--- src/rtl/tl_egress_credit_pkg.sv ---
// Shared definitions for the transaction-layer egress drain stage:
// default widths, credit constants and the FSM state encoding.
package tl_egress_credit_pkg;

    localparam int DEF_DATA_W       = 4;
    localparam int DEF_CREDIT_W     = 4;
    localparam int DEF_INIT_CREDITS = 8;
    localparam int DEF_MAX_CREDITS  = 15;
    localparam int DEF_CNT_W        = 8;

    typedef enum logic [1:0] {
        ST_IDLE = 2'd0,
        ST_POP  = 2'd1,
        ST_WAIT = 2'd2,
        ST_SEND = 2'd3
    } egress_state_t;

endpackage

--- src/rtl/tl_egress_credit_if.sv ---
// Bundle of the main-FIFO read side and the link-partner valid/ready side.
// master = the egress stage, slave = FIFO plus link partner.
interface tl_egress_credit_if
    import tl_egress_credit_pkg::*;
#(
    parameter int DATA_W = DEF_DATA_W
);
    logic              EMPTYffg;
    logic [DATA_W-1:0] DATO_INffg;
    logic              POPffg;
    logic [DATA_W-1:0] DATO_OUT;
    logic              VALID_OUT;
    logic              READY_IN;
    logic              CREDIT_RET;

    modport master (
        input  EMPTYffg,
        input  DATO_INffg,
        input  READY_IN,
        input  CREDIT_RET,
        output POPffg,
        output DATO_OUT,
        output VALID_OUT
    );

    modport slave (
        output EMPTYffg,
        output DATO_INffg,
        output READY_IN,
        output CREDIT_RET,
        input  POPffg,
        input  DATO_OUT,
        input  VALID_OUT
    );

endinterface

--- src/rtl/tl_egress_credit_counter.sv ---
// Link credit counter: +1 per returned credit, -1 per pop, saturating at the
// ceiling with a sticky flag raised when a credit comes back while full.
module tl_egress_credit_counter
    import tl_egress_credit_pkg::*;
#(
    parameter int CREDIT_W     = DEF_CREDIT_W,
    parameter int INIT_CREDITS = DEF_INIT_CREDITS,
    parameter int MAX_CREDITS  = DEF_MAX_CREDITS
)(
    input  logic                clk,
    input  logic                rst_b,
    input  logic                inc,
    input  logic                dec,
    output logic [CREDIT_W-1:0] count,
    output logic                overflow
);

    localparam logic [CREDIT_W-1:0] INIT_V = CREDIT_W'(INIT_CREDITS);
    localparam logic [CREDIT_W-1:0] MAX_V  = CREDIT_W'(MAX_CREDITS);

    // Return and pop in the same cycle cancel; never wrap in either direction.
    always_ff @(posedge clk) begin
        if (!rst_b) begin
            count    <= INIT_V;
            overflow <= 1'b0;
        end else begin
            if (inc && (count == MAX_V)) begin
                overflow <= 1'b1;
            end
            if (inc && !dec && (count != MAX_V)) begin
                count <= count + 1'b1;
            end else if (dec && !inc && (count != '0)) begin
                count <= count - 1'b1;
            end
        end
    end

endmodule

--- src/rtl/tl_egress_credit.sv ---
// Egress drain stage: pops the main FIFO one word at a time when credits are
// available and presents each word on a valid/ready link toward the partner.
module tl_egress_credit
    import tl_egress_credit_pkg::*;
#(
    parameter int DATA_W       = DEF_DATA_W,
    parameter int CREDIT_W     = DEF_CREDIT_W,
    parameter int INIT_CREDITS = DEF_INIT_CREDITS,
    parameter int MAX_CREDITS  = DEF_MAX_CREDITS,
    parameter int CNT_W        = DEF_CNT_W
)(
    input  logic                  CLOCK,
    input  logic                  RESET,
    input  logic                  ENABLE,
    tl_egress_credit_if.master    bus,
    output logic [CREDIT_W-1:0]   CREDITS,
    output logic                  STALL,
    output logic                  CREDIT_ERR,
    output logic [CNT_W-1:0]      WORD_CNT
);

    egress_state_t     state;
    egress_state_t     state_next;
    logic [DATA_W-1:0] data_q;
    logic              can_pop;
    logic              handshake;

    assign can_pop   = ENABLE & ~bus.EMPTYffg & (CREDITS != '0);
    assign handshake = (state == ST_SEND) & bus.READY_IN;

    // Pop strobe and valid are decoded from the state register, so both are
    // glitch-free and a pop can never repeat on consecutive cycles.
    assign bus.POPffg    = (state == ST_POP);
    assign bus.VALID_OUT = (state == ST_SEND);
    assign bus.DATO_OUT  = data_q;
    assign STALL         = ~bus.EMPTYffg & ENABLE & (CREDITS == '0) & (state == ST_IDLE);

    tl_egress_credit_counter #(
        .CREDIT_W     (CREDIT_W),
        .INIT_CREDITS (INIT_CREDITS),
        .MAX_CREDITS  (MAX_CREDITS)
    ) u_credit (
        .clk      (CLOCK),
        .rst_b    (RESET),
        .inc      (bus.CREDIT_RET),
        .dec      (bus.POPffg),
        .count    (CREDITS),
        .overflow (CREDIT_ERR)
    );

    // State register.
    always_ff @(posedge CLOCK) begin
        if (!RESET) begin
            state <= ST_IDLE;
        end else begin
            state <= state_next;
        end
    end

    // Next-state: one pop, one wait for FIFO read data, then hold until accepted.
    always_comb begin
        state_next = state;
        case (state)
            ST_IDLE: if (can_pop) state_next = ST_POP;
            ST_POP:  state_next = ST_WAIT;
            ST_WAIT: state_next = ST_SEND;
            ST_SEND: if (bus.READY_IN) state_next = can_pop ? ST_POP : ST_IDLE;
            default: state_next = ST_IDLE;
        endcase
    end

    // Capture FIFO read data the cycle after the pop; held through and after the handshake.
    always_ff @(posedge CLOCK) begin
        if (!RESET) begin
            data_q <= '0;
        end else if (state == ST_WAIT) begin
            data_q <= bus.DATO_INffg;
        end
    end

    // Count completed link handshakes; wraps naturally.
    always_ff @(posedge CLOCK) begin
        if (!RESET) begin
            WORD_CNT <= '0;
        end else if (handshake) begin
            WORD_CNT <= WORD_CNT + 1'b1;
        end
    end

endmodule

--- src/flat_wrapper.sv ---
// flat-port wrapper written by rule: the top's interface ports become plain ports
module tl_egress_credit_flat import tl_egress_credit_pkg::*;
#(
    parameter int DATA_W       = DEF_DATA_W,
    parameter int CREDIT_W     = DEF_CREDIT_W,
    parameter int INIT_CREDITS = DEF_INIT_CREDITS,
    parameter int MAX_CREDITS  = DEF_MAX_CREDITS,
    parameter int CNT_W        = DEF_CNT_W
)
  (CLOCK, RESET, ENABLE, CREDITS, STALL, CREDIT_ERR, WORD_CNT, bus_EMPTYffg, bus_DATO_INffg, bus_READY_IN, bus_CREDIT_RET, bus_POPffg, bus_DATO_OUT, bus_VALID_OUT);
  tl_egress_credit_if #(.DATA_W(DATA_W)) bus_i ();
  input  logic CLOCK;
  input  logic RESET;
  input  logic ENABLE;
  output logic [CREDIT_W-1:0] CREDITS;
  output logic STALL;
  output logic CREDIT_ERR;
  output logic [CNT_W-1:0] WORD_CNT;
  input wire logic [$bits(bus_i.EMPTYffg)-1:0] bus_EMPTYffg;
  input wire logic [$bits(bus_i.DATO_INffg)-1:0] bus_DATO_INffg;
  input wire logic [$bits(bus_i.READY_IN)-1:0] bus_READY_IN;
  input wire logic [$bits(bus_i.CREDIT_RET)-1:0] bus_CREDIT_RET;
  output wire logic [$bits(bus_i.POPffg)-1:0] bus_POPffg;
  output wire logic [$bits(bus_i.DATO_OUT)-1:0] bus_DATO_OUT;
  output wire logic [$bits(bus_i.VALID_OUT)-1:0] bus_VALID_OUT;
  assign bus_i.EMPTYffg = bus_EMPTYffg;
  assign bus_i.DATO_INffg = bus_DATO_INffg;
  assign bus_i.READY_IN = bus_READY_IN;
  assign bus_i.CREDIT_RET = bus_CREDIT_RET;
  assign bus_POPffg = bus_i.POPffg;
  assign bus_DATO_OUT = bus_i.DATO_OUT;
  assign bus_VALID_OUT = bus_i.VALID_OUT;
  tl_egress_credit #(.DATA_W(DATA_W), .CREDIT_W(CREDIT_W), .INIT_CREDITS(INIT_CREDITS), .MAX_CREDITS(MAX_CREDITS), .CNT_W(CNT_W)) u_core (.CLOCK(CLOCK), .RESET(RESET), .ENABLE(ENABLE), .bus(bus_i), .CREDITS(CREDITS), .STALL(STALL), .CREDIT_ERR(CREDIT_ERR), .WORD_CNT(WORD_CNT));
endmodule
--- config.mk ---
export PLATFORM = sky130hd
export DESIGN_NAME = tl_egress_credit_flat
export DESIGN_NICKNAME = d
export VERILOG_FILES = /design/src/rtl/tl_egress_credit_pkg.sv /design/src/rtl/tl_egress_credit_if.sv /design/src/rtl/tl_egress_credit_counter.sv /design/src/rtl/tl_egress_credit.sv /design/src/flat_wrapper.sv
export SDC_FILE = /design/constraint.sdc
export NUM_CORES = 1
export LEC_CHECK = 0
export ABC_AREA = 1
export CORE_UTILIZATION = 44
export DETAILED_ROUTE_END_ITERATION = 10
export DONT_BUFFER_PORTS = 1
export HOLD_SLACK_MARGIN = 0.12
export PLACE_DENSITY = 0.66
export SLEW_MARGIN = 20
export SYNTH_ARGS = -nofsm -noshare
export SYNTH_HDL_FRONTEND = slang
export SYNTH_SLANG_ARGS = --single-unit
--- constraint.sdc ---
create_clock -name CLOCK -period 2.1 [get_ports CLOCK]
set_input_delay 0.315 -clock CLOCK [delete_from_list [all_inputs] [get_ports CLOCK]]
set_output_delay 0.315 -clock CLOCK [all_outputs]
set_load 0.02 [all_outputs]
Figure 1. Metal 1 (run 1).
Bar = 20 um. Supply wires on this layer in gray.
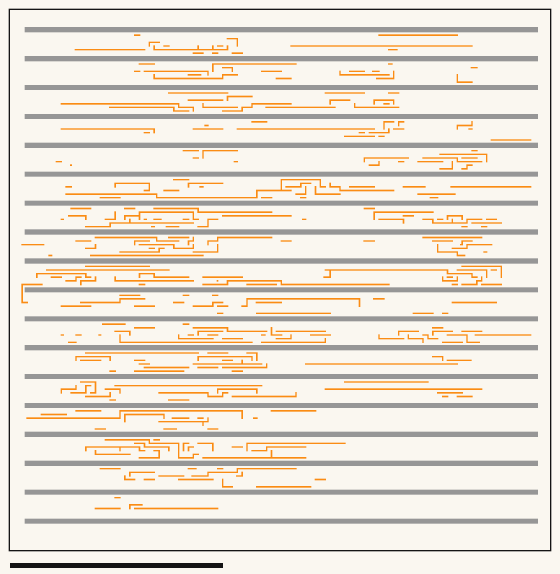
- nets with wire on the layer: 161
- longest straight run: 17.0 um
met1 Track Usage GR: 23.4%
Via Count: 907
routed wire length: 1990 um

Figure 2. The metal 2 layer (run 1).
Bar = 20 um.
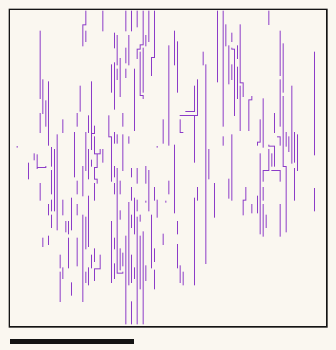
- main direction: vertical
- longest straight run: 32.0 um
- share of all routed wire: 47%
- wire length on this layer: 932 um
- nets with wire on the layer: 138
met2 global-route usage: 28.0%

Figure 3. Metal 3 (run 1).
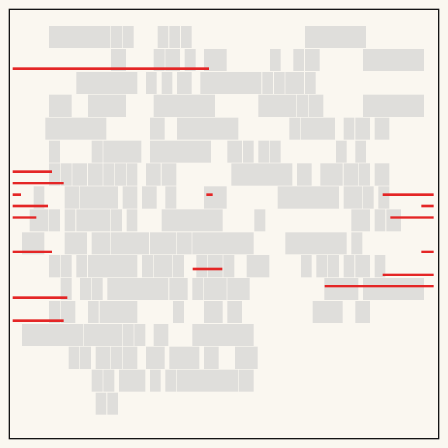
- nets with wire on the layer: 16
- main direction: horizontal
- wire length on this layer: 91.3 um
- longest straight run: 23.0 um
- share of all routed wire: 4.6%
GR met3 Demand/Resource: 2.98%

==> out/README.md, run 1 <==
| Group | Quantity | This run |
|:---|:---|:---|
| floorplan | Number of placed I/O pins | 30 |
| critical path | Critical Path Slowest Stage Cell | sky130_fd_sc_hd__dfxtp_1 |
| job | Total tool warning count | 29 |
| logic synthesis | Count of library flops with an enable pin | 0 |
| pwr | Clock power frac | 14.5% |
| logic synthesis | Cell types with the highest counts after synthesis | sky130_fd_sc_hd__nand2_1 (26), sky130_fd_sc_hd__nor2_1 (26), sky130_fd_sc_hd__dfxtp_1 (19), sky130_fd_sc_hd__inv_1 (19), sky130_fd_sc_hd__o21ai_0 (10) |
| global route | All-layer global routing usage | 17.7% |
| finish | Fraction of layout cells with a size suffix above 1 | 15.4% |
| pwr | Switch share | 44.0% |
| place | I/O Buffers | 0 |
| timing | Min Clock Period, post-route | 1880 ps |
| timing | Worst hold margin | 137 ps |
| global route | Vias in the first global route | 815 |
| finish | Seq/total area | 32.7% |
| detailed routing | Antenna violation net count after detailed routing | 0 |
| job | Total of max-cap violations | 0 |
| logic synthesis | Compound-gate portion of the synthesized area | 12.5% |
| critical path | Kind of cell adding the most delay to the critical path | simple AND/OR/NAND/NOR gates |
| timing | Fin. max-slew vios | 0 |
| logic synthesis | Main logic family after synthesis | simple AND/OR/NAND/NOR gates |
| pwr | P_clk | 184 uW |
| detailed routing | First-iteration detailed-routing DRC count | 11 |
| critical path | Critical Path, Cell by Cell | inv_1 > ha_1 > nor2_2 > o21ai_4 > ha_1 > nand2_1 > nor2_1 > nor2_1 > nand2_1 > nand3_1 > nand2_1 > nand3_2 |
| place | DP HPWL | 1550 um |
| pwr | Reg power frac | 41.7% |
| critical path | FF-to-FF Start | u_core.state[1]$_SDFFE_PN0P_ |
| place | RePlAce Congestion | 0.813 |
| pwr | Combinational cell power | 557 uW |
| pwr | Switching power total | 560 uW |
| detailed routing | Routed met2 length | 931 um |
| pwr | Power Sequential | 531 uW |
| pwr | Peak supply drop | 0.517 mV |
| global route | Wire length of the first global-routing pass | 3430 um |
| timing | Worst Tran Pin Value | 344 ps |
| finish | Sequential cells | 19 |
| timing | Share of the cycle needed by the critical path after routing | 89.5% |
| floorplan | Area of the chip | 2580 um^2 |
| finish | Area occupied by multi-input gates | 586 um^2 |
| finish | Clock tree cell share of total cell area | 2.37% |
| finish | Most flops, register | u_core.WORD_CNT |
| global route | Most congested layer reported by global routing | met2 |
| floorplan | Width of the die | 50.8 um |
| detailed routing | Highest Signal Layer | met4 |
| place | Dpl cell area | 1120 um^2 |
| logic synthesis | Yosys cell count | 146 |
| critical path | Startpoint Class | register |
| floorplan | Die height | 50.8 um |
| global route | Grt total ovfl | 0 |
| pwr | Ratio of total power to cell area | 1090 nW/um^2 |
| critical path | Levels on crit path | 12 |
| pwr | Total leakage power | 0.533 nW |
| logic synthesis | XOR/XNOR share of the synthesized area | 0.835% |
| run status | Outcome | finished clean |
| finish | Combined flip-flop and latch cell area | 380 um^2 |
| finish | Total of plain and repair buffers excluding clock buffers | 7 |
| critical path | Required time of the critical path | 2300 ps |
| worst hold path | Hold path endpoint | u_core.WORD_CNT[2]$_SDFFE_PN0P_ |
| detailed routing | Residual DRC count | 0 |
| logic synthesis | Largest type area fraction | 36.3% |
| logic synthesis | Distinct lib cells | 24 |
| clock tree | Number of sinks on the clock net | 19 |
| finish | Number of signal-net inverters in the final layout | 21 |
| worst hold path | Startpoint of the worst hold path | RESET |
| logic synthesis | Leading post-synthesis cells by cell area | sky130_fd_sc_hd__dfxtp_1 (36%), sky130_fd_sc_hd__nand2_1 (9.3%), sky130_fd_sc_hd__nor2_1 (9.3%) |
| logic synthesis | Area of the mapped netlist | 1050 um^2 |
| timing | Timing-limited maximum frequency | 532 MHz |
| clock tree | Number of buffers inserted during clock tree synthesis | 3 |
| floorplan | Fp util | 46.9% |
| detailed routing | Routed len/inst | 10.8 um |
| finish | Total of fill cells in the finished design | 233 |
| logic synthesis | Share of synthesized area occupied by flip-flops and latches | 36.3% |
| clock tree | Worst skew pair latency | 290 ps |
| timing | Unrepaired setup endpoints after global routing | no |
| global route | Pin count of the biggest net entering global routing | 14 |
| logic synthesis | Area share of and/or/nand/nor cells after synthesis | 32.0% |
| pwr | PnR Total Power | 1.27 mW |
| finish | Core occupancy in the finished layout | 52.1% |
| clock tree | TritonCTS clock tree | built |
| timing | Final tally of hold violations | 0 |
| logic synthesis | Flip-flop and latch count after synthesis | 19 |
| finish | Layout Area Growth over Synthesis | 11.0% |
| place | Placed Cells incl. Taps | 179 |
| place | Pre-CTS setup slack | 179 ps |
| global route | Number of antenna violations at the first check in global routing | 0 |
| clock tree | Number of gates given a new drive strength after cts | 0 |
| clock tree | H-tree levels | 1 |
| pwr | Main power-consuming group | combinational cells |
| critical path | Capturing element of the worst setup path | u_core.u_credit.count[3]$_SDFFE_PN1P_ |
| finish | Share of cell area taken by multi-input logic gates | 50.3% |
| critical path | Data arrival, critical path | 2080 ps |
| worst hold path | Number of cells on the worst hold path | 2 |
| pwr | Cell-internal power | 712 uW |
| logic synthesis | Mean instance size in the synthesized netlist | 7.18 um^2 |
| finish | Summed area of non-filler cells in the final layout | 1160 um^2 |
| logic synthesis | Chip Area, Yosys | 1050 um^2 |
| detailed routing | Detailed-routed wire length on met3 | 91 um |
| worst hold path | Kind of path behind the tightest hold check | in -> reg |
| finish | Number of flip-flops in the largest register | 8 |
Figure 4. Track usage over the die (run 1).
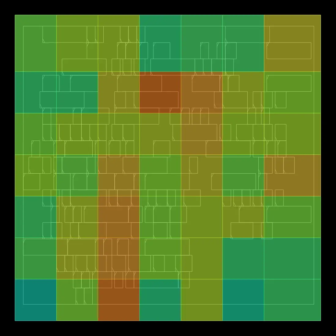

--- run 2 (diff from run 1) ---
PLACE_DENSITY = 0.71   (was 0.66)
TNS_END_PERCENT = 100   (was default)
Figure 5. Track usage over the die (run 2).
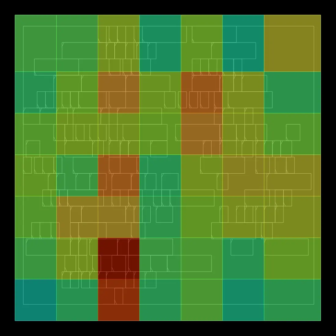
most congested layer reported by global routing: met2
all-layer global routing usage: 18.2%
routed len/inst: 11.3 um
met2 global-route usage: 31.3%
met1 Track Usage GR: 20.8%

==> run 2 against run 1 <==
Net effect: clock power about the same; sequential cell count unchanged; first-iteration DRC count up 100%; worst setup slack worse by 30 ps; worst hold slack better by 0.86 ps; sequential share of layout area about the same; synthesized cell count unchanged; cell count unchanged; critical path type unchanged.
==> out/README.md, run 2 <==
| Group | Quantity | This run | Delta |
|:---|:---|:---|:---|
| run status | Outcome | finished clean |  |
| critical path | Kind of cell adding the most delay to the critical path | simple AND/OR/NAND/NOR gates |  |
| worst hold path | Startpoint of the worst hold path | RESET |  |
| critical path | Critical Path, Cell by Cell | inv_1 > ha_1 > nor2_2 > o21ai_4 > ha_1 > nand2_1 > nand3_1 > nand2_1 > nand3_1 > nand2_1 > nand3_2 |  |
| logic synthesis | Mean instance size in the synthesized netlist | 7.18 um^2 | unchanged |
| detailed routing | Routed met2 length | 988 um | +6.1% |
| floorplan | Number of placed I/O pins | 30 | unchanged |
| pwr | Cell-internal power | 717 uW | +0.65% |
| critical path | Capturing element of the worst setup path | u_core.u_credit.count[3]$_SDFFE_PN1P_ |  |
| timing | Worst Tran Pin Value | 347 ps | +3.12 ps |
| detailed routing | Residual DRC count | 0 | unchanged |
| floorplan | Width of the die | 50.8 um | unchanged |
| logic synthesis | Largest type area fraction | 36.3% | unchanged |
| clock tree | H-tree levels | 1 | unchanged |
| pwr | Combinational cell power | 569 uW | +2% |
| finish | Share of cell area taken by multi-input logic gates | 50.4% | +0.055 points |
| detailed routing | Routed wire length | 2090 um | +4.8% |
| pwr | Reg power frac | 41.3% | -0.4 points |
| job | Total tool warning count | 29 | unchanged |
| finish | Summed area of non-filler cells in the final layout | 1160 um^2 | -0.11% |
| critical path | Data arrival, critical path | 2110 ps | +30 ps |
| logic synthesis | Area of the mapped netlist | 1050 um^2 | unchanged |
| finish | Core occupancy in the finished layout | 52.0% | -0.056 points |
| finish | Seq/total area | 32.7% | +0.035 points |
| clock tree | Number of gates given a new drive strength after cts | 0 | unchanged |
| global route | Grt total ovfl | 0 | unchanged |
| detailed routing | Detailed-routed wire length on met3 | 129 um | +42% |
| detailed routing | Highest Signal Layer | met4 |  |
| logic synthesis | Flip-flop and latch count after synthesis | 19 | unchanged |
| pwr | Switch share | 44.4% | +0.33 points |
| worst hold path | Hold path endpoint | u_core.WORD_CNT[2]$_SDFFE_PN0P_ |  |
| global route | Pin count of the biggest net entering global routing | 13 | -1 |
| place | I/O Buffers | 0 | unchanged |
| finish | Total of fill cells in the finished design | 220 | -5.6% |
| critical path | Startpoint Class | register |  |
| logic synthesis | Area share of and/or/nand/nor cells after synthesis | 32.0% | unchanged |
| finish | Combined flip-flop and latch cell area | 380 um^2 | unchanged |
| detailed routing | Via Count | 928 | +2.3% |
| place | Pre-CTS setup slack | 182 ps | +2.71 ps |
| logic synthesis | Leading post-synthesis cells by cell area | sky130_fd_sc_hd__dfxtp_1 (36%), sky130_fd_sc_hd__nand2_1 (9.3%), sky130_fd_sc_hd__nor2_1 (9.3%) |  |
| pwr | P_clk | 187 uW | about the same |
| pwr | Total leakage power | 0.530 nW | -0.51% |
| logic synthesis | Yosys cell count | 146 | unchanged |
| pwr | Main power-consuming group | combinational cells |  |
| timing | Share of the cycle needed by the critical path after routing | 90.9% | +1.4 points |
| finish | Sequential cells | 19 | unchanged |
| place | RePlAce Congestion | 0.830 | +2.1% |
| global route | Vias in the first global route | 891 | +9.3% |
| timing | Worst hold margin | 138 ps | +0.857 ps |
| finish | Total of plain and repair buffers excluding clock buffers | 7 | unchanged |
| detailed routing | Antenna violation net count after detailed routing | 0 | unchanged |
| pwr | Clock power frac | 14.5% | about the same |
| timing | Timing-limited maximum frequency | 524 MHz | -1.6% |
| finish | Fraction of layout cells with a size suffix above 1 | 14.7% | -0.64 points |
| logic synthesis | Share of synthesized area occupied by flip-flops and latches | 36.3% | unchanged |
| logic synthesis | Chip Area, Yosys | 1050 um^2 | unchanged |
| pwr | Power Sequential | 532 uW | about the same |
| finish | Number of flip-flops in the largest register | 8 | unchanged |
| worst hold path | Number of cells on the worst hold path | 2 | unchanged |
| clock tree | Number of sinks on the clock net | 19 | unchanged |
| logic synthesis | Main logic family after synthesis | simple AND/OR/NAND/NOR gates |  |
| global route | Number of antenna violations at the first check in global routing | 0 | unchanged |
| clock tree | Number of buffers inserted during clock tree synthesis | 3 | unchanged |
| logic synthesis | Distinct lib cells | 24 | unchanged |
No activity file was given, so power comes from the tool's default toggle rates.
